--- src/rtl/z80_bus_pkg.sv ---
// z80_bus_pkg: shared record kinds, FSM states and record layout for the tv80 bus monitor
package z80_bus_pkg;
    typedef enum logic [2:0] {
        K_OPFETCH = 3'd0,
        K_MEMRD   = 3'd1,
        K_MEMWR   = 3'd2,
        K_IORD    = 3'd3,
        K_IOWR    = 3'd4,
        K_INTACK  = 3'd5,
        K_REFRESH = 3'd6,
        K_NONE    = 3'd7
    } kind_e;

    typedef enum logic {S_IDLE, S_ACTIVE} state_e;

    localparam int REC_TS_W = 16;

    typedef struct packed {
        kind_e                kind;
        logic [15:0]          addr;
        logic [7:0]           data;
        logic [REC_TS_W-1:0]  ts;
    } rec_t;

    function automatic logic is_read_kind(input kind_e k);
        return k inside {K_OPFETCH, K_MEMRD, K_IORD, K_INTACK};
    endfunction
endpackage

--- src/rtl/z80_bus_fifo.sv ---
// z80_bus_fifo: synchronous power-of-two FIFO of bus records; push is accepted when full if a pop happens in the same cycle
module z80_bus_fifo import z80_bus_pkg::*; #(
    parameter int  DEPTH = 16,
    parameter type T     = rec_t
) (
    input  logic clk,
    input  logic reset,
    input  logic push,
    input  logic pop,
    input  T     din,
    output T     dout,
    output logic full,
    output logic empty
);
    localparam int AW = $clog2(DEPTH);

    T               mem [DEPTH];
    logic [AW-1:0]  wp, rp;
    logic [AW:0]    cnt;
    logic           do_push, do_pop;

    assign do_pop  = pop && !empty;
    assign do_push = push && (!full || do_pop);
    assign full    = cnt == (AW+1)'(DEPTH);
    assign empty   = cnt == '0;
    assign dout    = mem[rp];

    always_ff @(posedge clk)
        if (do_push) mem[wp] <= din;

    always_ff @(posedge clk) begin
        if (reset) begin
            wp  <= '0;
            rp  <= '0;
            cnt <= '0;
        end else begin
            if (do_push) wp <= wp + 1'b1;
            if (do_pop) rp <= rp + 1'b1;
            if (do_push != do_pop) cnt <= do_push ? cnt + 1'b1 : cnt - 1'b1;
        end
    end
endmodule

--- src/rtl/z80_bus_monitor.sv ---
// z80_bus_monitor: classifies tv80 bus strobes into one timestamped record per machine cycle
// and queues the records behind a valid/ready FIFO with sticky overflow accounting.
module z80_bus_monitor import z80_bus_pkg::*; #(
    parameter int DEPTH   = 16,
    parameter int TS_W    = 16,
    parameter int EN_RFSH = 1
) (
    input  logic            clk,
    input  logic            reset,
    input  logic            m1_n,
    input  logic            mreq_n,
    input  logic            iorq_n,
    input  logic            rd_n,
    input  logic            wr_n,
    input  logic            rfsh_n,
    input  logic [15:0]     A,
    input  logic [7:0]      di,
    input  logic [7:0]      dout,
    input  logic            clear,
    output logic            rec_valid,
    input  logic            rec_ready,
    output logic [2:0]      rec_kind,
    output logic [15:0]     rec_addr,
    output logic [7:0]      rec_data,
    output logic [TS_W-1:0] rec_ts,
    output logic            overflow,
    output logic [7:0]      drop_cnt
);
    typedef struct packed {
        kind_e            kind;
        logic [15:0]      addr;
        logic [7:0]       data;
        logic [TS_W-1:0]  ts;
    } trec_t;

    logic            m1, mreq, iorq, rd, wr, rfsh;
    kind_e           q_kind, cur_kind;
    logic [7:0]      q_data, cur_data;
    logic [15:0]     cur_addr;
    logic [TS_W-1:0] cur_ts, ts_cnt;
    state_e          state, next;
    logic            hold, emit, load, push, pop, drop, full, empty;
    trec_t           tail, head;

    // X/Z fails the === test, so an undriven strobe reads as inactive
    assign m1   = m1_n === 1'b0;
    assign mreq = mreq_n === 1'b0;
    assign iorq = iorq_n === 1'b0;
    assign rd   = rd_n === 1'b0;
    assign wr   = wr_n === 1'b0;
    assign rfsh = rfsh_n === 1'b0;

    always_comb begin
        q_kind = (m1 && iorq)                         ? K_INTACK  :
                 (m1 && mreq && rd)                   ? K_OPFETCH :
                 (EN_RFSH != 0 && rfsh && mreq)       ? K_REFRESH :
                 (iorq && rd)                         ? K_IORD    :
                 (iorq && wr)                         ? K_IOWR    :
                 (mreq && rd)                         ? K_MEMRD   :
                 (mreq && wr)                         ? K_MEMWR   : K_NONE;
        q_data = is_read_kind(q_kind) ? di : (q_kind == K_REFRESH) ? 8'h00 : dout;
    end

    // A kind change both closes the current record and, unless NONE, opens the next one
    always_comb begin
        hold = state == S_ACTIVE && q_kind == cur_kind;
        emit = state == S_ACTIVE && q_kind != cur_kind;
        load = q_kind != K_NONE && !hold;
        next = q_kind != K_NONE ? S_ACTIVE : S_IDLE;
    end

    always_ff @(posedge clk)
        state <= reset ? S_IDLE : next;

    always_ff @(posedge clk) begin
        if (reset) begin
            ts_cnt   <= '0;
            cur_kind <= K_NONE;
            cur_addr <= '0;
            cur_data <= '0;
            cur_ts   <= '0;
            overflow <= 1'b0;
            drop_cnt <= '0;
        end else begin
            ts_cnt <= ts_cnt + 1'b1;
            if (load || hold) cur_data <= q_data;
            if (load) begin
                cur_kind <= q_kind;
                cur_addr <= A;
                cur_ts   <= ts_cnt;
            end
            if (clear) begin
                overflow <= drop;
                drop_cnt <= {7'd0, drop};
            end else if (drop) begin
                overflow <= 1'b1;
                drop_cnt <= drop_cnt + {7'd0, drop_cnt != 8'hFF};
            end
        end
    end

    assign pop  = !empty && rec_ready;
    assign push = emit && (!full || pop);
    assign drop = emit && full && !pop;
    assign tail = '{kind: cur_kind, addr: cur_addr, data: cur_data, ts: cur_ts};

    z80_bus_fifo #(.DEPTH(DEPTH), .T(trec_t)) u_fifo (
        .clk   (clk),
        .reset (reset),
        .push  (push),
        .pop   (pop),
        .din   (tail),
        .dout  (head),
        .full  (full),
        .empty (empty)
    );

    assign rec_valid = !empty;
    assign rec_kind  = rec_valid ? head.kind : 3'd0;
    assign rec_addr  = rec_valid ? head.addr : 16'h0000;
    assign rec_data  = rec_valid ? head.data : 8'h00;
    assign rec_ts    = rec_valid ? head.ts : '0;
endmodule
--- config.mk ---
export PLATFORM = sky130hd
export DESIGN_NAME = z80_bus_monitor
export DESIGN_NICKNAME = d
export VERILOG_FILES = /design/src/rtl/z80_bus_pkg.sv /design/src/rtl/z80_bus_fifo.sv /design/src/rtl/z80_bus_monitor.sv
export SDC_FILE = /design/constraint.sdc
export NUM_CORES = 1
export LEC_CHECK = 0
export CORE_MARGIN = 8
export CORE_UTILIZATION = 45
export CTS_BUF_LIST = sky130_fd_sc_hd__clkbuf_8
export DETAILED_ROUTE_END_ITERATION = 6
export PLACE_DENSITY_LB_ADDON = 0.2
export SYNTH_ARGS = -nofsm -noshare
export SYNTH_HDL_FRONTEND = slang
export SYNTH_SLANG_ARGS = --single-unit
--- constraint.sdc ---
create_clock -name clk -period 6.24 [get_ports clk]
set_input_delay 0.624 -clock clk [delete_from_list [all_inputs] [get_ports clk]]
set_output_delay 0.624 -clock clk [all_outputs]
set_load 0.03 [all_outputs]
==> results.txt, run 1 <==
Numbers from the implementation run.

In this run, the synthesized area fraction spent on AND-OR/OR-AND gates is recorded as 1.38%. Looking at the max-slew report, the worst-margin pin has a slew of 1.25 ns. The post-synth area from yosys stat is around 0.030 mm2.

The timing report shows that the slowest cell on the worst path is dfxtp_4. Entering global routing, the biggest net connects about 85 pins. The post-detailed-placement half-perimeter wirelength is 37500 um.

For reference, full adder, half adder and majority cells occupy less than 1% of the area reported after synthesis. Setup violations remaining at the end of the flow were counted as 0. The length of the first detailed-routing pass in iterations is 5. The number of max-cap violations is 0. The count of fill cells added during filler insertion is ~5200. The synthesized netlist devotes 4.16% of its cell area to simple gates. The net count of the mapped netlist is around 1500.

The die extent in x is approximately 270 um. The run finished with clean final reports. The global route stage reports its total congestion overflow as 0. The static leakage is 0.0112 uW. The delay of the slowest critical-path stage is between 0.8 and 0.9 ns. The critical path depth is 5. Per the post-synthesis report, the number of cells in the design is 1444. Adding up every negative setup slack in the final design gives 0 ns. The peak ir drop on the vdd network is about 220 uV. In the final design database the tool counted 1666 nets. The number of buffers between clock root and the deepest sink is 3. The detail-routed net length per standard cell is 24.7 um. In the synthesized netlist the dominant register cell turns out to be edfxtp_1. In the final layout, the share of cells above drive strength 1 is between 20% and 30%.

Hold analysis shows the worst path with a depth of 1. In this run the count of I/O pins placed on the die edge is around 95. Multiplexer cells account for between 10% and 20% of the synthesized area.

The top-area cell type share of the netlist area is 69.0%. Among the non-sequential cells, multiplexers take the most area. The capturing element type of the critical path is an output port. The share of synthesized registers carrying an async set or reset is 0%. At the later pin of the worst-skew pair, clock insertion delay measures 0.72 ns. Counting flops and latches in the post-synthesis netlist gives 774. Setup repair after global routing left no endpoint under its margin. The maximum clock rate is 0.215 GHz. The number of hold violations in the final report is 0. The worst slack at placement is approximately 1.4 ns. The CTS report gives the tree buffer count as between 100 and 150.

The maximum fanout along the worst path is ~45. The chip area is about 0.075 mm2. Total global-route track usage over all layers is 17.1%.

The worst slack on hold paths is roughly 0.48 ns. The cell type contributing the most total cell area after synthesis is edfxtp_1. The number of gates given a new drive strength after cts is 0. The number of global-route vias before repair is 15200. On the critical path the largest part of the delay comes from buffers and inverters. The synthesized netlist contains around 55 unique library cells. In this run the power density over the cells is about 380 mW/mm2. The number of design rule violations left after detail routing is 0. The number of cells on the worst reg-to-reg path is 7. The die outline height is 274 um. The post-synthesis average cell area is 20.7 um2. Yosys mapped a number of flops with a built-in enable equal to slightly below 700. The hold-fix buffer count after cts is 0. The relative max-transition margin is between 10% and 20%. In this run the tool buffered the top-level ports with about 94 buffer cells. The number of sinks on the clock net is between 700 and 800. The placer congestion estimate is between 0.7 and 0.8. The number of buffers added for setup after CTS is 0.

After the first detailed-routing iteration, the DRC count stood at 1216. The time the worst path needs with I/O delays and setup is about 4.7 ns. The critical path is of the reg -> out type. The wire length of the first global-routing pass is 96500 um. In the Yosys report the total cell count is between 1000 and 1500. The required time of the worst setup path is around 5.6 ns. In this run the tools logged warnings totalling 29. Summing the sequential cell areas from Yosys gives between 70% and 80% of the chip area. The worst setup path is launched from a flip-flop. The clock-pin slew reported for the worst setup and hold paths after clock tree synthesis is roughly 0.060 ns. TritonCTS built the clock tree.

The number of levels in the clock H-tree is 3. For reference, XOR and XNOR gates occupy less than 1% of the area reported after synthesis. In the layout the commonest cells are 688 x edfxtp_1, 215 x mux4_2, 130 x clkbuf_8. The number of antenna violations at the first check in global routing is 1. The final worst slack is 1.59 ns. The worst clock skew is 0.0353 ns. The number of warnings issued by yosys is 0. In the routed layout, each cell is associated on average with a via count of 5.60.

The report lists the cells along the critical path as buf_4 > mux4_2 > mux4_2 > and2_1 > clkdlybuf4s50_1. The most numerous logic cell after layout is edfxtp_1. Counting pins that exceed their max-slew limit in the final report gives 0. Per the CTS log, the root buffer master is clkbuf_8.

The class of the tightest hold or removal check is reg -> reg. The synthesized netlist occupies a cell area of about 0.03 mm2. The main area contributors are edfxtp_1 69%, mux4_2 16%, dfxtp_1 5.7%, mux2i_1 1.2%, and2_1 1.0%. The most frequent cell on the critical path is mux4_2. The detail route stage leaves a number of antenna-violating nets equal to 0. The arrival time of data at the worst endpoint is listed as about 4.0 ns.

The final critical-path share of the clock period is approximately three quarters. The post-synthesis to final-layout area growth is 14.6%. Counting both buffers and inverters, the worst setup path holds a total of 2.
## run 1: worst paths after layout
kind,from,to,slack (ns)
min reg2reg,ts_cnt[0],ts_cnt[0],0.48
max reg2reg,cur_kind[0],u_fifo.mem[3][2],2.10
min,ts_cnt[0],ts_cnt[0],0.48
max,flip-flop,rec_ts[12],1.59
## run 1: where the power goes
group	leakage, uW	internal (uW)	switching (uW)
sequential	0.00717	5760	202
combinational	0.00270	1450	1530
clock	0.00134	2120	1910
## run 1: Yosys cell counts, drive strengths merged (8+ instances only)
master  number
edfxtp     688
mux4       215
dfxtp       86
nor2        76
clkbuf      54
and2        50
mux2i       35
nand3       29
nand2       26
buf         25
a21oi       15
o21ai       14
xor2        13
ha          11
nor3        11
and3        10
or3          9
a311oi       8
## run 1: per-stage QoR
| step | cell area [um2] | power, uW | std cells | utilization, % |
|---|---|---|---|---|
| 3_5_place_dp | 32000 | 9120 | 2353 | 48.6 |
| 3_3_place_gp | 32000 | 9090 | 2353 | 48.6 |
| 5_1_grt | 34300 | 13500 | 2576 | 52.1 |
| 2_1_floorplan | 29900 | 8050 | 1444 | - |
| 6_report | 34300 | 13000 | 2576 | 52.1 |
| 4_1_cts | 34300 | 13200 | 2575 | 52.1 |
## run 1: logic make-up after synthesis
group,count (synthesis)
compound gates,59
mux,251
fa+ha+maj,12
buf+inv,85
simple gates,243
flops,774
xor+xnor,20
## run 1: registers in the layout, summed over array words and instances (netlist names), named ones only
register / cells
u_fifo.rp: 4
ts_cnt: 16
drop_cnt: 8
cur_kind: 3
cur_addr: 16
overflow: 1
u_fifo.wp: 4
cur_data: 8
u_fifo.mem: 688
cur_ts: 16
state: 1
u_fifo.cnt: 5
## run 1: final cells by class
cell class              count  area (um2)  area share (%)
diodes                      1        2.50         0.00729
inverters                   6        22.5          0.0656
flip-flops and latches    774       22400            65.3
repair buffers            124        1230            3.57
multi-input cells         585        7270            21.2
clock buffers             130        1790            5.21
well taps                 864        1080            3.15
clock inverters            92         523            1.52
## run 1: metal layers
metal	vias to the layer above	part of all wire, %	global-route usage (%)
met1	7614	44	24.3
met4	0	1.6	4.95
li1	6292	-	-
met5	-	0	0
met2	453	47	26.0
met3	67	7.5	4.46
### The metal 3 layer, run 1

The bar under the picture is 100 um long.
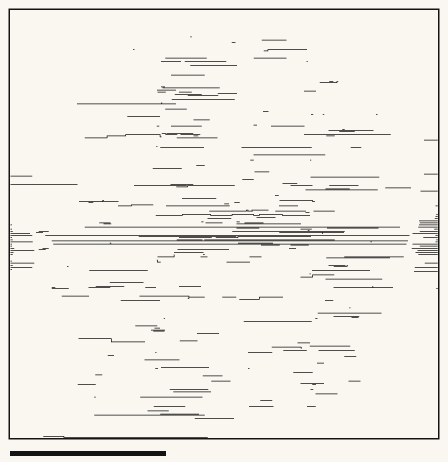
main direction: horizontal
wire length on this layer: 4780 um
via count: 14400
detailed-route wire length: 63500 um
global routing usage on met3: 4.46%

### Local utilization, run 1

The die is cut into 27 by 27 equal tiles; white is low, dark blue is high, 0 to 100% covered.
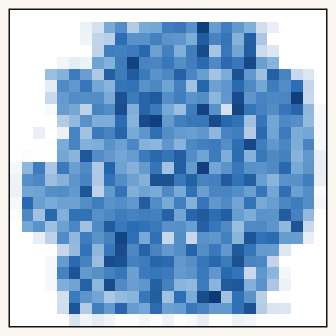
emptiest ninth of the die: upper left
nearly empty tiles: 22%
mean over tiles: 44%
densest ninth of the die: center
Core Box Area: 0.0659 mm2
share of the core filled by cells before placement: 45.5%
fraction of the core area covered by cells at the end of the flow: 52.1%

### Placement by cell class, run 1

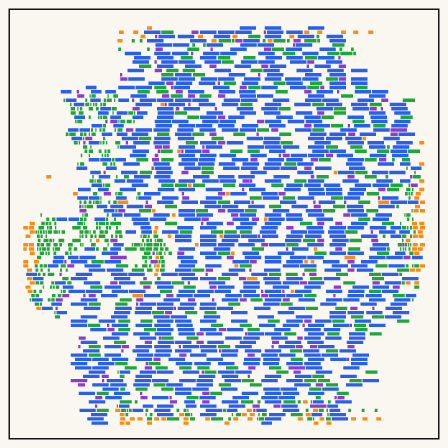
legend:
  orange:
    class: remaining buffers and delay cells
    cells: 124
    share_of_their_area: 3.7%
  green:
    class: remaining logic cells
    cells: 591
    share_of_their_area: 22%
  purple:
    class: clock drivers and dummy loads
    cells: 222
    share_of_their_area: 7.0%
  blue:
    class: sequential cells
    cells: 774
    share_of_their_area: 67%
sequential share of cell area: 65.3%
standard-cell rows: 94
fin area: 0.0343 mm2

==> inputs of run 2 (changes only) <==
==> constraint.sdc (replaced) <==
create_clock -name clk -period 4.3 [get_ports clk]
set_input_delay 0.43 -clock clk [delete_from_list [all_inputs] [get_ports clk]]
set_output_delay 0.43 -clock clk [all_outputs]
set_load 0.03 [all_outputs]
### Local utilization, run 2

The die is cut into 27 by 27 equal tiles; white is low, dark blue is high, 0 to 100% covered.
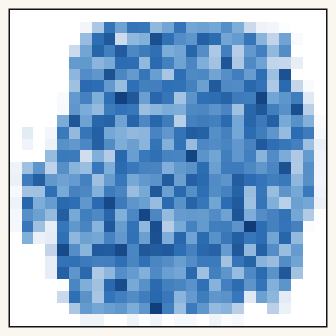
densest ninth of the die: center
emptiest ninth of the die: upper left
tiles over 75% full: 14%
fraction of the core area covered by cells at the end of the flow: 52.5%

### Placed standard cells, run 2

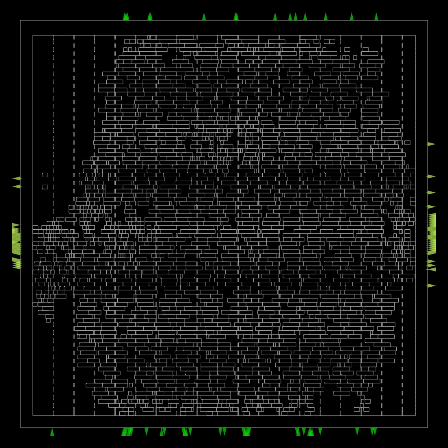
number of sequential storage elements: 774
Fill cells: 5158
non-filler cells in the finished layout: 2592
sequential share of cell area: 64.8%
well tap count: 864

==> run 2 against run 1 <==
Clock skew down 0.0023 ns. Sequential cell count unchanged. Synthesized cell count unchanged. Utilization up 0.41 points. Worst hold slack worse by 0.18 ns. Highest routed layer unchanged.
==> results.txt, run 2 <==
Numbers from the implementation run.

The number of design rule violations left after detail routing is 0 (unchanged). The most numerous logic cell after layout is edfxtp_1. The maximum clock rate is between 0.2 and 0.25 GHz. The worst path needs around 4.1 ns of the cycle, external delays included. The area of placed instances was 0.0323 mm2 (+0.82%).

The setup slack of the worst register-to-register path is 0.86 ns (-1.24 ns). The number of I/O port buffers is 94 (unchanged). The number of gates given a new drive strength after cts was 0 (unchanged). The number of buffers between clock root and the deepest sink came to 3 (unchanged). The initial standard-cell utilization of the core is 45.5% (unchanged). The timing report attributes the biggest portion of critical-path delay to multiplexers. The synthesis-stage register bit count is 774 (unchanged).

The worst flop-to-flop path endpoint is u_fifo.mem[2][0]. The maximum number of pins on one net before global-route repair was 85 (unchanged). The count of unique library cells instantiated by Yosys is 55 (unchanged). Setup repair after global routing left no endpoint under its margin. The worst setup path is of the reg -> out kind. The I/O pin total is 95 (unchanged). In the layout the commonest cells are 688 x edfxtp_1, 215 x mux4_2, 128 x clkbuf_8. The post-synthesis to final-layout area growth is 15.5%. The total global routing overflow is 0 (unchanged). The most frequent cell on the critical path is mux4_2. The number of warnings in the stage logs is 30 (+3.4%). The length of the first detailed-routing pass in iterations came to 5 (unchanged). TritonCTS built the clock tree. The number of global-route vias before repair is 15500 (+1.8%). The count of library flops with an enable pin was 688 (unchanged). The number of warnings issued by yosys is 0 (unchanged). The share of synthesized registers carrying an async set or reset was 0% (unchanged). The static leakage is 0.0113 uW (+1.1%). The final critical-path share of the clock period is a little over nine tenths. The TritonCTS buffer count is 121 (unchanged). The wire length of the first global-routing pass was 98500 um (+2.1%). The final design instance area without fill is 0.0346 mm2 (+0.79%). The maximum fanout along the worst path is 57 (+27%). The delay of the slowest critical-path stage is 0.59 ns (-0.23 ns). The detail-routed net length per standard cell came to 25.1 um (+1.7%). The total power divided by cell area is 545 mW/mm2 (+44%). Summed over all instances, the cell type with the most area after synthesis is edfxtp_1.

By count the netlist is led by 688 x edfxtp_1, 215 x mux4_2, 86 x dfxtp_1, 76 x nor2_1, 54 x clkbuf_1. The most instantiated library cell after synthesis is edfxtp_1. The flow ran to the end, and the final reports show no timing, DRC or antenna violations.

The flip-flop count of the largest register after layout is 688 (unchanged). The net count of the mapped netlist was 1498 (unchanged). The source of the worst register-to-register timing path is cur_kind[0]. The final-stage net count is 1676 (+0.60%). The final setup violation count is 0 (unchanged). The number of sinks on the clock net was 774 (unchanged). The worst-skew pair later-pin latency came to 0.73 ns (about the same). The buffer-and-inverter tally for the worst setup path is 2 (unchanged). The top-area cell type share of the netlist area is 69.0% (unchanged). The share of final-layout standard cells stronger than drive strength 1 was 25.6% (+0.11 points). The ratio of routed vias to standard cells is 5.62 (+0.44%).

For reference, the critical path is captured by rec_addr[15]. The die outline height is 274 um (unchanged). The global-route usage over all layers came to 17.5% (+0.40 points). By area the synthesized netlist is led by edfxtp_1 69%, mux4_2 16%, dfxtp_1 5.7%, mux2i_1 1.2%, and2_1 1.0%.

The signal on the critical path passes through buf_12 > mux4_2 > mux4_2 > and2_1 > clkdlybuf4s50_1. The number of buffers added for setup after CTS came to 0 (unchanged). The post-synth area from yosys stat came to 0.0299 mm2 (unchanged). The peak ir drop on the vdd network is 423 uV (+94%). The cell depth of the worst min-delay path is 3 (+2). The number of cells on the worst reg-to-reg path came to 7 (unchanged).

Post-synth the commonest register cell is edfxtp_1. The cell sitting at the root of the clock tree is a clkbuf_8. The gate count of the mapped netlist is 1444 (unchanged). The hold-fix buffer count after cts came to 0 (unchanged). The final worst slack came to 0.164 ns (-1.43 ns). The number of levels in the clock H-tree is 3 (unchanged). The number of max-cap violations came to 0 (unchanged).

The element type at the critical path start is a flip-flop. The post-detailed-placement half-perimeter wirelength is 35300 um (-5.7%). STA classifies the critical path endpoint as an output port. The post-synthesis average cell area was 20.7 um2 (unchanged).

The relative max-transition margin came to 29.0% (+12 points). The critical path depth was 5 (unchanged). The cell row count came to 94 (unchanged). The fraction of the yosys area taken by sequential cells is 74.7% (unchanged). Counting flops per register, the top entry is u_fifo.mem. The total cells reported by yosys after synthesis is 1444 (unchanged).

The worst clock skew is 0.0329 ns (-0.00235 ns). The number of antenna violations at the first check in global routing is 2 (+1). The slew at the pin closest to its max-slew limit came to 1.07 ns (-0.187 ns). The placer congestion estimate is 0.735 (-5.5%). The max-slew violation count was 0 (unchanged). The class of the tightest hold or removal check is in -> reg. The via total after detailed routing was 14600 (+1.1%). For this design, the slowest cell found on the critical path is mux4_2. The data arrival time of the worst path is 3.71 ns (-0.32 ns). The die extent in x is 274 um (unchanged).

The clock-pin slew reported for the worst setup and hold paths after clock tree synthesis is 0.06 ns (about the same). The routed wire length is 65000 um (+2.3%). The post-synthesis cell area is 0.0299 mm2 (unchanged).

The area inside the core boundary was 0.0659 mm2 (unchanged). The number of hold violations in the final report is 0 (unchanged). The required time of the worst setup path is 3.87 ns (-1.75 ns).

The remaining antenna violation count after routing came to 0 (unchanged). The initial DRC count was 1112 (-8.6%). The worst slack at placement came to 0.240 ns (-1.18 ns). The chip area is 0.0751 mm2 (unchanged).
==> run 2: worst reg2reg max path, cell delays in order, from the launching register on <==
cell	delay, ns
dfxtp_1	0.75
nor2_1	0.11
a221oi_1	0.38
or4_4	0.27
nand3_2	0.28
nor3_1	0.40
and2_2	0.21
buf_4	0.66
==> run 2: cells by family after synthesis <==
family | synth area share [%]
AND-OR/OR-AND | 1.38
XOR/XNOR | 0.585
adder cells (fa/ha/maj) | 0.526
buffers and inverters | 1.22
flip-flops | 74.7
multiplexers | 17.4
AND/OR/NAND/NOR | 4.16
==> run 2: report_power, final <==
group	internal (uW)	switching, uW
logic	2160	2270
clock network	3060	2770
registers	8360	214
==> run 2: how the worst min path moves through the flow <==
| stage | slack [ns] | from | endpoint |
|---|---|---|---|
| 6_report | 0.31 | di[0] | cur_data[0] |
| 5_1_grt | 0.27 | di[3] | cur_data[3] |
| 4_1_cts | 0.24 | di[0] | cur_data[0] |
| 3_5_place_dp | 0.45 | ts_cnt[0] | ts_cnt[0] |
| 3_3_place_gp | 0.44 | ts_cnt[0] | ts_cnt[0] |
| 2_1_floorplan | 0.43 | ts_cnt[0] | ts_cnt[0] |
==> run 2: layout make-up <==
cell class                      count  area, um2
Antenna cell                        1       2.50
Clock buffer                      128       1760
Clock inverter                    100        558
Fill cell                        5158      31300
Inverter                            6       22.5
Multi-Input combinational cell    585       7270
Sequential cell                   774      22400
Tap cell                          864       1080
Timing Repair Buffer              134       1490
==> run 2: metal layers <==
layer	wire length, um	GRT usage, %
met1	29200	24.7
met2	30900	27.6
met3	3820	3.87
met4	1020	4.44
met5	0	0
==> run 2: metrics by stage <==
step	power [uW]	setup TNS [ns]	cells	hold slack [ns]	utilization, %
floorplan	11700	-128.79	1444	0.425	-
global placement	13200	0	2363	0.436	49.0
detailed placement	13300	0	2363	0.449	49.0
CTS	19100	0	2591	0.238	52.5
global route	19600	0	2592	0.270	52.5
finish	18800	0	2592	0.308	52.5
Power figures rest on the tool's default switching activity, not on a simulated workload.
